The metal 1 layer:
Scale bar: 20 µm.
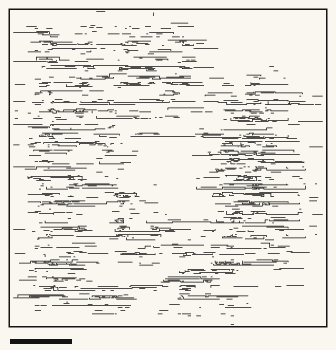
Met2 routing:
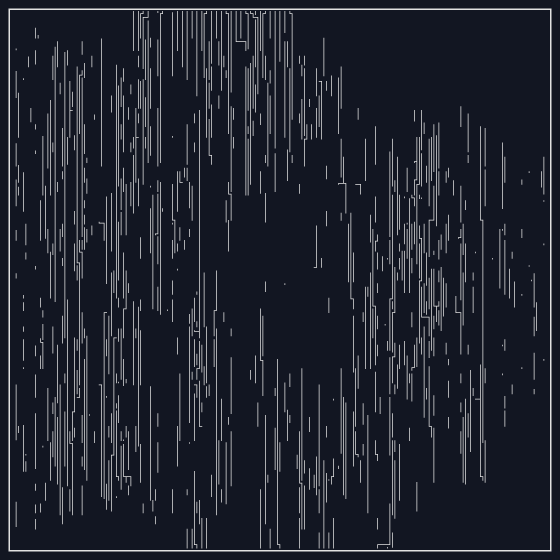
The metal 3 layer:
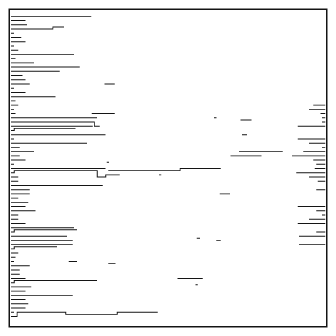
<file path="src/rtl/compound_arbiter.sv">
// Two-requester arbiter forwarding a compound payload {mode, x, y} to one blocking writer.
// Payload packing: [33] mode (0 = read, 1 = write), [32:1] x, [0] y.
module compound_arbiter (
  input  logic        clk,
  input  logic        rst,
  input  logic [33:0] req0_in,
  input  logic        req0_in_sync,
  output logic        req0_in_notify,
  input  logic [33:0] req1_in,
  input  logic        req1_in_sync,
  output logic        req1_in_notify,
  output logic [33:0] grant_out,
  output logic        grant_out_notify,
  input  logic        grant_out_sync,
  output logic        grant_id,
  output logic [31:0] count_out
);

  typedef enum logic [1:0] {
    StPoll,
    StRead,
    StWrite
  } state_e;

  state_e      r_state;
  state_e      w_state_nxt;
  logic        r_sel;
  logic        w_sel_nxt;
  logic        r_ptr;
  logic [33:0] r_grant;
  logic        r_grant_id;
  logic [31:0] r_count;
  logic        w_sel_sync;
  logic        w_capture;
  logic        w_done;

  assign w_sel_sync = r_sel ? req1_in_sync : req0_in_sync;

  always_comb begin
    w_state_nxt = r_state;
    w_sel_nxt   = r_sel;
    w_capture   = 1'b0;
    w_done      = 1'b0;
    unique case (r_state)
      StPoll: begin
        if (req0_in_sync && req1_in_sync) begin
          w_sel_nxt   = r_ptr;
          w_state_nxt = StRead;
        end else if (req0_in_sync) begin
          w_sel_nxt   = 1'b0;
          w_state_nxt = StRead;
        end else if (req1_in_sync) begin
          w_sel_nxt   = 1'b1;
          w_state_nxt = StRead;
        end
      end
      StRead: begin
        if (w_sel_sync) begin
          w_capture   = 1'b1;
          w_state_nxt = StWrite;
        end
      end
      StWrite: begin
        if (grant_out_sync) begin
          w_done      = 1'b1;
          w_state_nxt = StPoll;
        end
      end
      default: w_state_nxt = StPoll;
    endcase
  end

  always_ff @(posedge clk or posedge rst) begin
    if (rst) begin
      r_state    <= StPoll;
      r_sel      <= 1'b0;
      r_ptr      <= 1'b0;
      r_grant    <= '0;
      r_grant_id <= 1'b0;
      r_count    <= '0;
    end else begin
      r_state <= w_state_nxt;
      r_sel   <= w_sel_nxt;
      if (w_capture) begin
        r_grant    <= r_sel ? req1_in : req0_in;
        r_grant_id <= r_sel;
      end
      if (w_done) begin
        r_count <= r_count + 32'd1;
        // Priority passes to whichever requester was not just served.
        r_ptr   <= ~r_grant_id;
      end
    end
  end

  assign req0_in_notify   = (r_state == StRead) && !r_sel;
  assign req1_in_notify   = (r_state == StRead) && r_sel;
  assign grant_out_notify = (r_state == StWrite);
  assign grant_out        = r_grant;
  assign grant_id         = r_grant_id;
  assign count_out        = r_count;

endmodule

</file>
<file path="config.mk">
export PLATFORM = sky130hd
export DESIGN_NAME = compound_arbiter
export DESIGN_NICKNAME = d
export VERILOG_FILES = /design/src/rtl/compound_arbiter.sv
export SDC_FILE = /design/constraint.sdc
export NUM_CORES = 1
export LEC_CHECK = 0
export CAP_MARGIN = 20
export CORE_MARGIN = 2
export CORE_UTILIZATION = 34
export DETAILED_ROUTE_END_ITERATION = 10
export GPL_TIMING_DRIVEN = 0
export PLACE_DENSITY = 0.7
export SLEW_MARGIN = 20
export SYNTH_ARGS = -nofsm -noshare
export SYNTH_HDL_FRONTEND = slang
export SYNTH_SLANG_ARGS = --single-unit
</file>
<file path="constraint.sdc">
create_clock -name clk -period 2.1 [get_ports clk]
set_clock_uncertainty 0.15 [all_clocks]
set_input_delay 0.315 -clock clk [delete_from_list [all_inputs] [get_ports clk]]
set_output_delay 0.315 -clock clk [all_outputs]
set_load 0.02 [all_outputs]
</file>
==> results.ini <==
[run_status]
result_of_the_run = finished, final reports clean

[global_route]
initial_antenna_violation_count = 0
grt_first_pass_wirelength_mm = 13.98
grt_busiest_layer = met2
met1_usage_pct = 20.17
grt.met3_usage_pct = 7.522
grt_use_met2_pct = 29.20
grt_pass1_vias = 2813
total_routing_resource_utilization_after_global_routing_pct = 17.67

[logic_synthesis]
synthFlopType = sky130_fd_sc_hd__dfrtp_1
synthCells = 299
synth.mux.area_fraction_pct = 11.15
top_area_contributor_share_pct = 54.78
synth.cells.most_frequent = 71 x sky130_fd_sc_hd__dfrtp_1, 44 x sky130_fd_sc_hd__nor2_1, 35 x sky130_fd_sc_hd__a21oi_1, 35 x sky130_fd_sc_hd__mux2i_1, 25 x sky130_fd_sc_hd__xnor2_1
fa_ha_area_share_pct = 0.3858
simple_gate_area_share_of_the_yosys_netlist_pct = 17.09
yosys.area_share.xor_xnor_pct = 8.372

[placed_design]
place_hpwl_mm = 6.865
pre_cts_ws_ns = -0.2676
placement.io_buffers = 142

[sta]
report.final.slew_viol_count = 0
tns_ns = 0
maxSlewHeadroom_pct = 66.34
setup_ws_ns = 0.1800
fmax_ghz = 0.5208
tightest_slew_ns = 0.5031
timing.final.setup_violations = 0

[power_and_ir_drop]
pg_comb_mw = 2.74
clock_power_share_pct = 16.9
seq_power_share_pct = 35.7
total_leakage_power_nw = 2.191
largestPowerGroup = combinational logic
power.share.switching_pct = 38.69
total_power_mw = 5.774
net-switching-power_mw = 2.234
power_clock_uw = 974
max-vdd-ir-drop_mv = 0.7068

[setup_path]
rr_endpoint = grant_out[31]$_DFFE_PP0P_
critPathMaxStageDelay_ns = 0.65
crit_cells = 1
endpoint_kind = output pin
cp.arrival_ns = 1.45
start_kind = register
slowest_stage = sky130_fd_sc_hd__clkdlybuf4s50_1
worstSetupPathType = reg2out
crit-reg2reg-launch = r_state[1]$_DFFE_PP0P_
crit_path_end = count_out[15]
crit_family = buffers and inverters

[route]
dr_wl_met2_mm = 4.223
postRouteAntennaNets = 0
drt_iter0_drc = 49
dr_wl_met3_um = 954
viasPerCell = 4.796

[clocking]
post-cts-setup-buffers = 0
post_cts_resize_count = 7
cts_tree = yes
clk_root_buffer_cell = sky130_fd_sc_hd__clkbuf_8
worst_setup_hold_path_clk_slew_ns = 0.08
clock-sinks = 71
postCtsHoldBufs = 0
latest_clock_arrival_within_the_worst_skew_pair_ns = 0.34
cts_made_buffers = 9

[finish]
lay_top_cells = 139 x sky130_fd_sc_hd__clkdlybuf4s50_1, 71 x sky130_fd_sc_hd__dfrtp_1, 44 x sky130_fd_sc_hd__nor2_1, 35 x sky130_fd_sc_hd__mux2i_1, 35 x sky130_fd_sc_hd__a21oi_1
layout.area.seq_um2 = 1777
largest_register_ff_count = 34
final_sequential_cell_count = 71
non_clock_buffer_count = 157
post-route-cell-area_um2 = 5059
area_growth_syn_to_layout_pct = 55.98
seqAreaFraction_pct = 35.12
finish.utilization_pct = 54.75
fin_nets = 530
area_dominant_class = flip-flops and latches
layout.clock.cell_area_share_pct = 3.389
clockBufferCount = 11
most_common_logic_cell_in_the_routed_design = sky130_fd_sc_hd__clkdlybuf4s50_1
comb_area_share_pct = 27.85

[die]
fp-utilization_pct = 35.10
fp.coreArea_um2 = 9240
number_of_tap_cells_inserted = 129
die_outline_height_um = 101.7

[flow_run]
cap_violations = 0

[worst_hold_path]
hold_path_class = in2async

Back to the opening pictures, 'the metal 1 layer':
The wires run mostly horizontal. 444 nets have wire on it. The longest straight run is 25.3 µm.

Back to the opening pictures, 'met2 routing':
The layer holds 48% of the routed length. The wires run mostly vertical.

Back to the opening pictures, 'the metal 3 layer':
106 nets have wire on it. The wires run mostly horizontal. The layer holds 11% of the routed length. The longest straight run is 30.1 µm. The layer carries 955 µm of wire.

